==> config.mk <==
export PLATFORM = sky130hd
export DESIGN_NAME = fifo_rd_arbiter
export DESIGN_NICKNAME = d
export VERILOG_FILES = /design/src/rtl/fifo_rd_arbiter.sv
export SDC_FILE = /design/constraint.sdc
export NUM_CORES = 1
export LEC_CHECK = 0
export CAP_MARGIN = 25
export CORE_ASPECT_RATIO = 0.8
export CORE_MARGIN = 10
export CORE_UTILIZATION = 50
export CTS_CLUSTER_SIZE = 30
export DETAILED_ROUTE_END_ITERATION = 7
export DONT_BUFFER_PORTS = 1
export PLACE_DENSITY = 0.73
export SLEW_MARGIN = 20
export SYNTH_ARGS = -nofsm -noshare
export SYNTH_HDL_FRONTEND = slang
export SYNTH_SLANG_ARGS = --single-unit
==> constraint.sdc <==
create_clock -name rd_clk -period 2.1 [get_ports rd_clk]
set_clock_uncertainty 0.1 [all_clocks]
set_input_delay 0.42 -clock rd_clk [delete_from_list [all_inputs] [get_ports rd_clk]]
set_output_delay 0.42 -clock rd_clk [all_outputs]
set_load 0.1 [all_outputs]
Fig. 1: run 1, the metal 3 layer
(4 px per µm) Cells faint in the background.
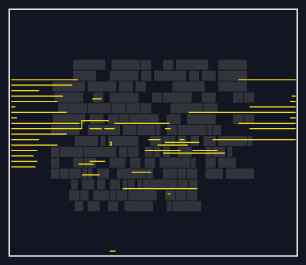
share of all routed wire: 12%
longest straight run: 26.4 µm
met3 Usage GRT: 4.82%
Routed WL: 3260 µm
via count: 990

Fig. 2: run 1, cells by drive strength
(4 px per µm)
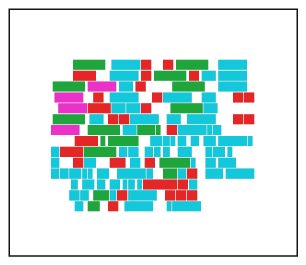
legend:
  cyan:
    size: drive 1 or less
    cells: 72
    most_used: dfxtp_1
  magenta:
    size: drive 6 and up
    cells: 4
    most_used: buf_12
  green:
    size: drive 2
    cells: 17
    most_used: mux4_2
  red:
    size: drive 3 to 4
    cells: 30
    most_used: buf_4
non-clock buffer count: 25
worst setup margin: -0.0652 ns
Area Growth Syn to Fin: 30.9%
Final Instance Area: 1400 µm²

Fig. 3: run 1, wiring heat map
(4 px per µm) 14 x 12 tiles, from dark purple (low) to yellow (high), scaled to the fullest tile. Values are wire area over tile area, all layers added.
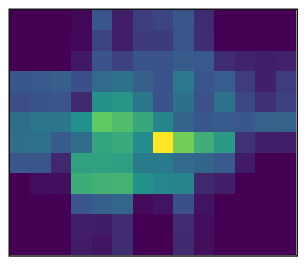
tiles over half the peak: 11%
nearly empty tiles: 29%
emptiest ninth of the die: lower right
GRT Util Overall: 14.5%
WL/cell: 22.1 µm

==> flow_metrics.env, run 1 <==
# physical design summary
export IMPL_status="finished with violations"
export IMPL_violations="negative setup slack"
export IMPL_die_x_um=71.6
export IMPL_hpwl_um=2600
export IMPL_flop_cell="dfxtp_1"
export IMPL_synth_area_um2=1070
export IMPL_ir_drop_uv=428
export IMPL_clk_pin_slew_ns=0.11
export IMPL_lay_top_count="buf_4"
export IMPL_drc=0
export IMPL_worstSetupEndpointType="output pin"
export IMPL_rr_worst_depth=5
export IMPL_ys_cells=101
export IMPL_edf_count=0
export IMPL_avgViaCountPerCell=6.73
export IMPL_leakagePower_nw=0.526
export IMPL_hold_path_cell_count=1
export IMPL_period_needed_ns=2.17
export IMPL_ys_area_um2=1070
export IMPL_cts_sinks=19
export IMPL_slew_headroom_pct=64.8
export IMPL_antenna_cells=0
export IMPL_fp_util_pct=54.8
export IMPL_numCtsBuffers=3
export IMPL_crit_fanout=5
export IMPL_grt_ovfl_total=0
export IMPL_finalSetupViolCount=4
export IMPL_cp_arrival_ns=1.65
export IMPL_fmax_ghz=0.462
export IMPL_yosysSeqAreaShare_pct=35.7
export IMPL_clk_latency_ns=0.30
export IMPL_post_cts_resized=2
export IMPL_startpoint_type="flip-flop"
export IMPL_ys_types=34
export IMPL_nets=169
export IMPL_flop_area_um2=387
export IMPL_grt_max_degree=16
export IMPL_fp_dieArea_um2=4390
export IMPL_postRouteAntennaNets=0
export IMPL_cts_setup_buffers=2
export IMPL_most_common_layout_cells="buf_4 (21), dfxtp_1 (16), mux4_2 (9)"
export IMPL_worstMarginPinSlew_ns=0.521
export IMPL_timing_final_ws_setup_ns=-0.0652
export IMPL_max_stage_delay_ns=0.54
export IMPL_crit_chain="inv_2 > mux4_2 > nand2_4 > nor3_4 > buf_12"
export IMPL_logic_area_um2=696
export IMPL_slew_violations=0
export IMPL_path_class="flip-flop to output pin"
export IMPL_cap_violations=0
export IMPL_grt_setup_unrepaired="yes"
export IMPL_tritoncts="built"
export IMPL_synthCells=101
export IMPL_cts_max_path_buffers=2
export IMPL_antenna_found_initial=0
export IMPL_rows=14
export IMPL_grt_pass1_vias=1002
export IMPL_ctsRootBufferMaster="clkbuf_4"
export IMPL_synth_warnings=0
export IMPL_powerDensity_nw_per_um2=646
export IMPL_hold_ws_ns=0.0645
export IMPL_critPathSlowestCell="mux4_2"
export IMPL_grt_pass1_wl_um=5040
export IMPL_largest_reg_flops=8
export IMPL_post_route_cells_drive_above_1_share_pct=41.5
## run 1: area by class of cell
class | count | area share, %
Multi-Input combinational cell | 70 | 49.9
Sequential cell | 19 | 27.7
Timing Repair Buffer | 25 | 17.0
Tap cell | 24 | 2.15
Clock buffer | 4 | 1.88
Inverter | 5 | 1.35
## run 1: where the power goes
part / leakage (nW) / internal (mW) / switching [mW]
clock network: 0.0150 / 0.0740 / 0.111
registers: 0.156 / 0.383 / 0.0154
logic: 0.355 / 0.117 / 0.201
total: 0.526 / 0.574 / 0.328
## run 1: per-stage QoR
stage / total power, mW / instance area (µm²) / std cells
2_1_floorplan: 0.659 / 1140 / 101
3_3_place_gp: 0.708 / 1340 / 139
3_5_place_dp: 0.714 / 1340 / 139
4_1_cts: 0.900 / 1380 / 145
5_1_grt: 0.943 / 1400 / 147
6_report: 0.901 / 1400 / 147
## run 1: cells in the mapped netlist (all sizes together), types with 2 or more instances
cell type   n  area, µm²
nor2b       4       25.0
a32o        8       80.1
nor2        3       11.3
nand2       4       15.0
nand2b      8       50.1
inv         5       18.8
mux4        9        203
nand3       3       15.0
ha          2       25.0
buf         2       8.75
clkbuf      5       18.8
o41ai       3       26.3
a21oi       3       15.0
nor3        5       25.0
dfxtp      19        380
o22ai       2       12.5
## run 1: layer usage
layer	global-route usage [%]	vias up	wire (µm)
met5	0	-	0
met4	6.61	0	64
met3	4.82	6	383
met2	24.4	63	1640
met1	16.8	469	1170
li1	-	452	-
## run 1: critical path, delay by kind of cell, from the launching register on
kind	cells	cell delay (ns)
flops	1	0.35
simple gates	2	0.23
mux	1	0.54
buf+inv	2	0.23
## run 1: kinds of logic after synthesis
family,count (synthesis),share of synthesized area (%)
simple gates,32,16.8
compound gates,26,20.9
flops,19,35.7
buf+inv,12,4.34
mux,10,20.0
fa+ha+maj,2,2.35
==> inputs of run 2 (changes only) <==
--- a/config.mk
+++ b/config.mk
@@ -6,7 +6,6 @@
 export NUM_CORES = 1
 export LEC_CHECK = 0
 export CAP_MARGIN = 25
-export CORE_ASPECT_RATIO = 0.8
 export CORE_MARGIN = 10
 export CORE_UTILIZATION = 50
 export CTS_CLUSTER_SIZE = 30
Fig. 4: run 2, cells by drive strength
(4 px per µm)
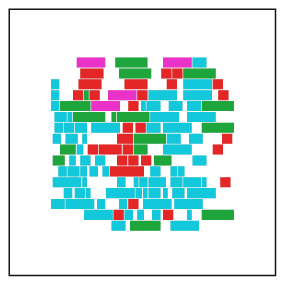
legend:
  cyan:
    size: drive 1 or less
    cells: 72
    most_used: dfxtp_1
  green:
    size: drive 2
    cells: 17
    most_used: mux4_2
  red:
    size: drive 3 to 4
    cells: 28
    most_used: buf_4
  magenta:
    size: drive 6 and up
    cells: 4
    most_used: buf_12
non-clock buffer count: 23
worst setup margin: -0.0216 ns
Area Growth Syn to Fin: 29.8%
Final Instance Area: 1380 µm²

Fig. 5: run 2, placement by cell class
(8 px per µm)
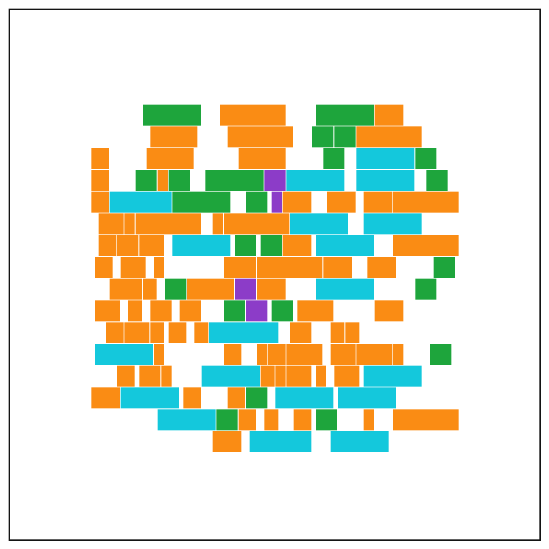
legend:
  purple:
    class: clock drivers and dummy loads
    cells: 4
  green:
    class: other buffers and delay cells
    cells: 23
  orange:
    class: all other logic
    cells: 75
  cyan:
    class: flip-flops
    cells: 19
num rows: 16
sequential cell area share: 27.9%
Floorplan Core Area: 2000 µm²
post-layout util: 69.1%

==> run 2 against run 1 <==
Effect of this change: register-to-register slack better by 0.05 ns; combinational power down 1%; cell count up 0.68%; global-route usage up 0.13 points; critical path depth unchanged; clock-buffer cell count unchanged; total power down 1.2%; worst setup slack better by 0.044 ns; critical endpoint unchanged; wire length down 3.0%; die area down 0.26%; flip-flop count unchanged; the flow still finishes with violations (negative setup slack); first-iteration DRC count down 79%.
==> flow_metrics.env, run 2 <==
# physical design summary
export IMPL_status="finished with violations"
export IMPL_violations="negative setup slack"
export IMPL_slew_headroom_pct=66.9
export IMPL_cts_setup_buffers=2
export IMPL_leakagePower_nw=0.518
export IMPL_wl_per_cell_um=21.3
export IMPL_max_stage_delay_ns=0.54
export IMPL_fmax_ghz=0.471
export IMPL_hold_path_cell_count=1
export IMPL_topCellsByArea="dfxtp_1 (36%), mux4_2 (19%), a32o_1 (7.5%), nand2b_1 (4.7%), o41ai_1 (2.5%)"
export IMPL_postRouteAntennaNets=0
export IMPL_clk_latency_ns=0.29
export IMPL_ys_types=34
export IMPL_post_route_cells_drive_above_1_share_pct=40.5
export IMPL_worstSetupEndpointType="output pin"
export IMPL_cp_top_family="multiplexers"
export IMPL_ctsRootBufferMaster="clkbuf_4"
export IMPL_antenna_found_initial=0
export IMPL_p_sw_uw=320
export IMPL_grt_ovfl_total=0
export IMPL_grt_usage_pct=14.7
export IMPL_slew_violations=0
export IMPL_cp_arrival_ns=1.60
export IMPL_synthCells=101
export IMPL_tritoncts="built"
export IMPL_timing_final_ws_setup_ns=-0.0216
export IMPL_p_int_uw=571
export IMPL_switching_share_pct=35.9
export IMPL_crit_fanout=5
export IMPL_powerDensity_nw_per_um2=644
export IMPL_rr_worst_depth=5
export IMPL_crit_buf_inv=2
export IMPL_worstMarginPinSlew_ns=0.490
export IMPL_most_common_layout_cells="buf_4 (19), dfxtp_1 (16), mux4_2 (9)"
export IMPL_fp_dieArea_um2=4380
export IMPL_synth_area_um2=1070
export IMPL_grt_pass1_wl_um=5150
export IMPL_lay_top_count="buf_4"
export IMPL_drc=0
export IMPL_grt_max_degree=16
export IMPL_grt_setup_unrepaired="yes"
export IMPL_top_cells_by_count="dfxtp_1 (19), mux4_2 (9), a32o_1 (8), nand2b_1 (8)"
export IMPL_avgViaCountPerCell=6.34
export IMPL_ys_cells=101
export IMPL_period_needed_ns=2.12
export IMPL_crit_chain="inv_2 > mux4_2 > nand2_4 > nor3_4 > buf_12"
export IMPL_top_area_share_pct=35.7
export IMPL_synth_warnings=0
export IMPL_yosysSeqAreaShare_pct=35.7
export IMPL_cts_max_path_buffers=2
export IMPL_critPathSlowestCell="mux4_2"
export IMPL_hpwl_um=2650
export IMPL_vias=938
export IMPL_cp_depth=5
export IMPL_flop_cell="dfxtp_1"
export IMPL_pwr_share_comb_pct=35.2
export IMPL_finalSetupViolCount=4
export IMPL_hold_ws_ns=0.0747
export IMPL_nets=167
export IMPL_die_x_um=66.2
export IMPL_ir_drop_uv=382
export IMPL_numCtsBuffers=3
export IMPL_clk_pin_slew_ns=0.11
export IMPL_pwr_share_clk_pct=20.2
Fig. 6: run 2, clock wiring as the flow saved it
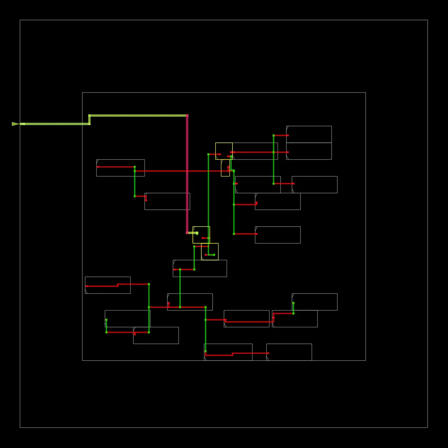
Clock Sinks: 19
clock buffers: 4

-- run 2: netlist changes by cell type in the layout (fill, tap and decap cells not counted) --
cell and delta:
buf_4 -2
-- run 2: layout make-up --
cell class                 count  area [µm²]
fill                         160         618
clock buffer                   4        26.3
inverter                       5        18.8
timing repair buffer          23         223
multi-input combinational     70         696
tap                           27        33.8
sequential                    19         387
-- run 2: power by group through the flow --
stage | combinational (mW) | clock [mW] | sequential (mW)
CTS | 0.316 | 0.183 | 0.397
finish | 0.314 | 0.180 | 0.397
detailed placement | 0.311 | 0 | 0.405
global placement | 0.305 | 0 | 0.404
floorplan | 0.175 | 0 | 0.484
global route | 0.335 | 0.196 | 0.401
-- run 2: routing by layer --
metal	part of all wire (%)	up-vias	global-route usage, %
li1	-	440	-
met1	33	449	14.4
met2	54	45	26.2
met3	12	4	6.95
met4	1.3	0	4.97
met5	0	-	0
-- run 2: cell families (layout without fill, tap and decap cells) --
logic type	count (synthesis)	after routing	synth area share (%)
adder cells (fa/ha/maj)	2	2	2.35
AND-OR/OR-AND	26	26	20.9
AND/OR/NAND/NOR	32	32	16.8
buffers and inverters	12	32	4.34
multiplexers	10	10	20.0
flip-flops	19	19	35.7
-- run 2: worst register-to-register path, cell delays in order, from the launching register on --
cell and delay, ns:
dfxtp_2 0.33, inv_2 0.06, mux4_2 0.54, buf_4 0.22, and3_1 0.24, o41ai_1 0.32
-- run 2: stage by stage --
stage	instances	utilization (%)	power [mW]	setup slack (ns)	instance area [µm²]
6_report	148	69.1	0.891	-0.0216	1380
5_1_grt	148	69.1	0.932	-0.0800	1380
3_3_place_gp	142	67.0	0.709	0.0917	1340
2_1_floorplan	101	-	0.659	-0.293	1140
3_5_place_dp	142	67.0	0.716	0.0248	1340
4_1_cts	148	69.1	0.896	-0.0289	1380
Power is estimated from default activity; no workload was simulated.
